### Signal wires by layer, run 1

(3 px per um) Two of the layers only.
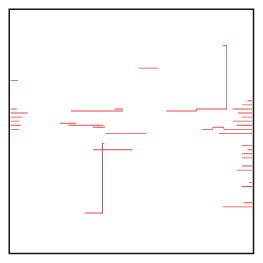
### The clock network, run 1

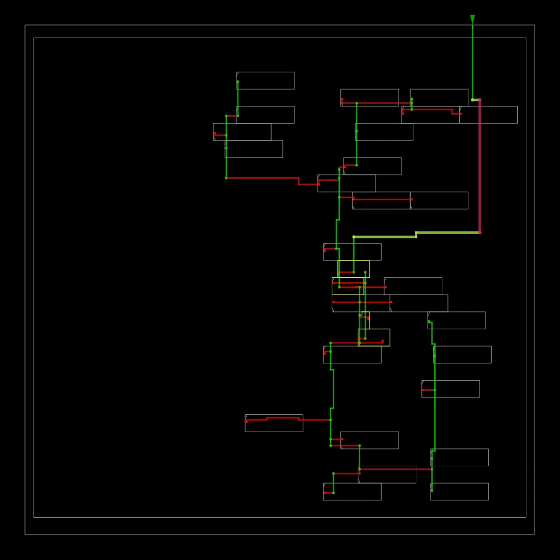
### Selected gate families, run 1

(4 px per um)
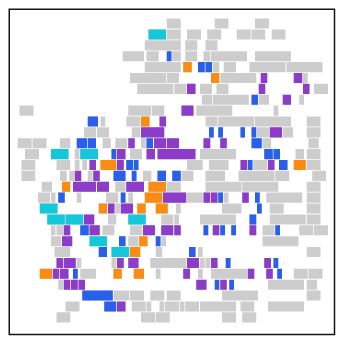
==> config.mk <==
export PLATFORM = sky130hd
export DESIGN_NAME = fp16_to_fp8_pack
export DESIGN_NICKNAME = d
export VERILOG_FILES = /design/src/rtl/fp16_to_fp8_pack.sv
export SDC_FILE = /design/constraint.sdc
export NUM_CORES = 1
export LEC_CHECK = 0
export CORE_UTILIZATION = 35
export CTS_CLUSTER_SIZE = 16
export DETAILED_ROUTE_END_ITERATION = 8
export GPL_ROUTABILITY_DRIVEN = 0
export REMOVE_ABC_BUFFERS = 1
export SYNTH_ARGS = -nofsm -noshare
export SYNTH_HDL_FRONTEND = slang
export SYNTH_SLANG_ARGS = --single-unit
==> constraint.sdc <==
create_clock -name clk -period 4.2 [get_ports clk]
set_clock_uncertainty 0.05 [all_clocks]
set_input_delay 0.84 -clock clk [delete_from_list [all_inputs] [get_ports clk]]
set_output_delay 0.84 -clock clk [all_outputs]
set_load 0.1 [all_outputs]
==> impl_metrics.json, run 1 <==
{
  "cts_root_buf": "clkbuf_8",
  "cap_violations": 0,
  "finalCritPeriodShare_pct": 82.16,
  "netlist_area_mm2": 0.002180,
  "first_pass_iters": 4,
  "power.density_mw_per_mm2": 524.2,
  "holdPathStages": 2,
  "switchingPower_w": 0.0008268,
  "crit_path_start_kind": "input port",
  "cts-resized-gates": 0,
  "antenna_found_initial": 0,
  "p_int_w": 0.0006220,
  "met2_usage_pct": 28.07,
  "wl_met1_um": 2763,
  "ir_drop_mv": 0.3629,
  "p_comb_share_pct": 63.1,
  "drv_slew": 0,
  "rsz0062_at_grt": "false",
  "common_cells": "dfrtp_1 (27), nand2_1 (24), o21ai_0 (19)",
  "required_ns": 4.29,
  "postCtsHoldBufs": 0,
  "ant_nets": 0,
  "critPathSlowestCell": "clkdlybuf4s50_1",
  "largestPowerGroup": "combinational logic",
  "postCtsSetupRepairBufs": 0,
  "grt_use_met1_pct": 24.65,
  "gr-max-usage-layer": "met2",
  "top_layer_used": "met4",
  "hold_slack_ns": 0.4361,
  "drc": 0,
  "ys_types": 68,
  "yosysWarningCount": 0,
  "clock_power_share_pct": 9.9,
  "coreArea_mm2": 0.005956,
  "outcome": "finished, final reports clean",
  "power_frac_seq_pct": 27.0,
  "clock.fmax_mhz": 289.8,
  "post_dp_cell_area_mm2": 0.002719,
  "worst_pin_slew_ns": 0.9820,
  "synthArstFlopShare_pct": 100.0,
  "yosys-stat-area_mm2": 0.002180,
  "flop_area_um2": 675.6,
  "largest_register_ffs": 16,
  "cts_buffers": 3,
  "cp_num_buf_inv": 2
}
About 'Signal wires by layer':
metal 4: drawn in purple, wire length 44.2 um. metal 3: drawn in red, wire length 211 um.
DR WL/cell: 14.75 um
GRT Util Overall: 17.25%
final WL: 5441 um
via count: 1988

About 'The clock network':
number of clock buffers in the layout: 4
flip-flops: 27
Clock Latency Late Sink: 0.26 ns

About 'Selected gate families':
aoi and oai cells: drawn in purple, cells 60, most used o21ai_0. fa/ha/maj cells: drawn in cyan, cells 9, most used ha_1. and/or cells: drawn in orange, cells 16. nand cells: drawn in blue, cells 47, most used nand2_1.
Finished Layout Cells: 369
most frequent logic cell in the layout: clkdlybuf4s50_1
Comb area share: 49.98%

-- run 1: logic make-up (layout without fill, tap and decap cells) --
kind of cell	count (synthesis)	in the layout	share of synthesized area [%]
AND-OR/OR-AND	70	70	23.71
XOR/XNOR	18	18	7.578
adder cells (fa/ha/maj)	9	9	5.167
buffers and inverters	27	71	5.625
flip-flops	27	27	31.00
multiplexers	3	3	1.722
AND/OR/NAND/NOR	96	96	25.20
-- run 1: layout make-up --
type                    instances  area share, %
repair buffers                 53          18.65
multi-input cells             196          49.98
well taps                      75          3.395
flip-flops and latches         27          24.45
clock buffers                   4          1.630
inverters                      14          1.901
==> run 2: changes to the inputs <==
==> constraint.sdc (replaced) <==
create_clock -name clk -period 2.8 [get_ports clk]
set_clock_uncertainty 0.05 [all_clocks]
set_input_delay 0.56 -clock clk [delete_from_list [all_inputs] [get_ports clk]]
set_output_delay 0.56 -clock clk [all_outputs]
set_load 0.1 [all_outputs]
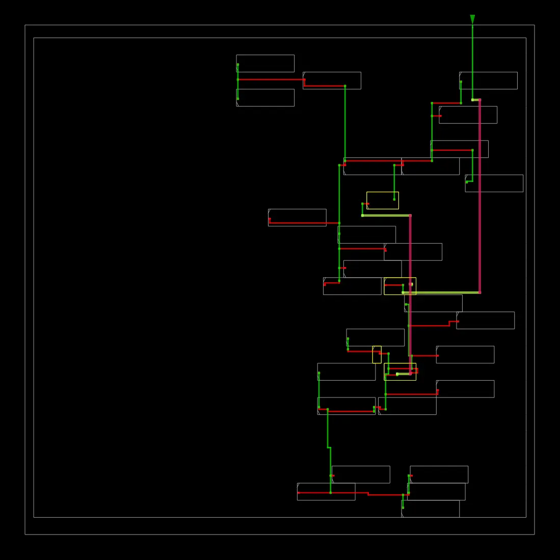
*The clock network, run 2*
clock network power: 0.000224 W
TritonCTS Sinks: 27
cts bufs inserted: 3
Clock Latency Late Sink: 0.27 ns

==> impl_metrics.json, run 2 <==
{
  "outcome": "finished, final reports clean",
  "drc": 0,
  "aoi_share_pct": 23.71,
  "hold_viol": 0,
  "cts_root_buf": "clkbuf_8",
  "coreArea_mm2": 0.005956,
  "crit_chain": "clkdlybuf4s50_1 -> buf_4 -> ha_2 -> and4bb_1 -> o311ai_4 -> nor3_4 -> a311oi_4 -> buf_4 -> nor3_1 -> xor2_1",
  "holdPathStages": 2,
  "clock_area_share_pct": 1.425,
  "wire_per_inst_um": 14.41,
  "arrival_ns": 2.79,
  "dpl.hpwl_um": 4760,
  "via_count": 2139,
  "largestClassByArea": "multi-input combinational cells",
  "power.density_mw_per_mm2": 709.4,
  "wl_met1_um": 2839,
  "place_inst": 409,
  "sh_comb_area_pct": 47.23,
  "regToRegSetupSlack_ns": 0.78,
  "worst_pin_slew_ns": 0.5544,
  "inv_count": 14,
  "p_int_w": 0.0009621,
  "ant_nets": 0,
  "nonClkBufAreaFrac_pct": 25.34,
  "routed_wl_um": 5966,
  "cap_violations": 0,
  "mux_share_pct": 1.722,
  "n_antenna_cell": 0,
  "fill_cells": 579,
  "largestPowerGroup": "combinational logic",
  "finalCritPeriodShare_pct": 95.91,
  "path_max_fanout": 10,
  "power_frac_seq_pct": 26.3,
  "critPathSlowestCell": "clkdlybuf4s50_1",
  "crit_path_start_kind": "input port",
  "nMultiInputCombCells": 196,
  "finalSetupViolations": 0,
  "flops": 27,
  "timing.slew.headroom_pct": 62.79,
  "grtUsageTotal_pct": 19.00,
  "ys_sh_adder_pct": 5.166,
  "finalSetupTns_ns": 0,
  "synth.avg_cell_area_um2": 8.718,
  "ir_drop_mv": 0.5851,
  "comb_power_w": 0.00143,
  "ys_types": 68,
  "buffers": 98,
  "synth.cellmix.simpleShare_pct": 25.20,
  "top_layer_used": "met4",
  "nClkBuffers": 4,
  "routed_via_density": 5.167,
  "top_level_ports": 49,
  "final_common_cell": "buf_4",
  "rsz0062_at_grt": "true",
  "required_ns": 2.91,
  "cp_num_buf_inv": 3,
  "synthArstFlopShare_pct": 100.0,
  "yosysWarningCount": 0,
  "synth_flops": 27,
  "synthXorXnorAreaFrac_pct": 7.577,
  "clock_power_share_pct": 10.0,
  "logic_area_mm2": 0.001493,
  "switchingPower_w": 0.001280,
  "common_cells": "dfrtp_1 (27), nand2_1 (24), o21ai_0 (19)",
  "netlist_area_mm2": 0.002180,
  "cts-resized-gates": 1,
  "top_logic_kind": "simple AND/OR/NAND/NOR gates",
  "antenna_found_initial": 0,
  "p_comb_share_pct": 63.7,
  "first_pass_iters": 4,
  "grt_use_met1_pct": 24.93,
  "utilization_pct": 53.07,
  "fin_cells": 414,
  "synth.top_cell.area_share_pct": 31.00,
  "flop_area_um2": 675.6,
  "sh_seq_area_pct": 21.38,
  "largest_register_ffs": 16,
  "gr-max-usage-layer": "met2",
  "drv_slew": 0,
  "hold_slack_ns": 0.4412,
  "postCtsHoldBufs": 0,
  "flop_cell": "dfrtp_1",
  "met2_usage_pct": 33.53,
  "nWellTaps": 75,
  "postCtsSetupRepairBufs": 0,
  "top_area_cell": "dfrtp_1",
  "yosys-stat-area_mm2": 0.002180,
  "clock.fmax_mhz": 372.4
}
[run 2: cell count changes in the layout (fill, tap and decap cells not counted), moves of 2 or more]
cell / previous run / this run
ha_1: 9 / 6
buf_4: 6 / 76
ha_4: 0 / 2
a221oi_1: 2 / 0
clkdlybuf4s50_1: 47 / 21
nor4b_2: 0 / 2
a221oi_2: 0 / 2
nor4b_1: 3 / 0
[run 2: stage by stage]
stage | area (um^2) | power [W] | worst slack [ns]
floorplan | 2110 | 0.001604 | 0.3266
global placement | 2997 | 0.001991 | -0.2700
detailed placement | 2997 | 0.001999 | -0.3091
CTS | 3048 | 0.002223 | 0.01115
global route | 3161 | 0.002353 | -0.009797
finish | 3161 | 0.002242 | 0.1146
No activity file was given, so power comes from the tool's default toggle rates.
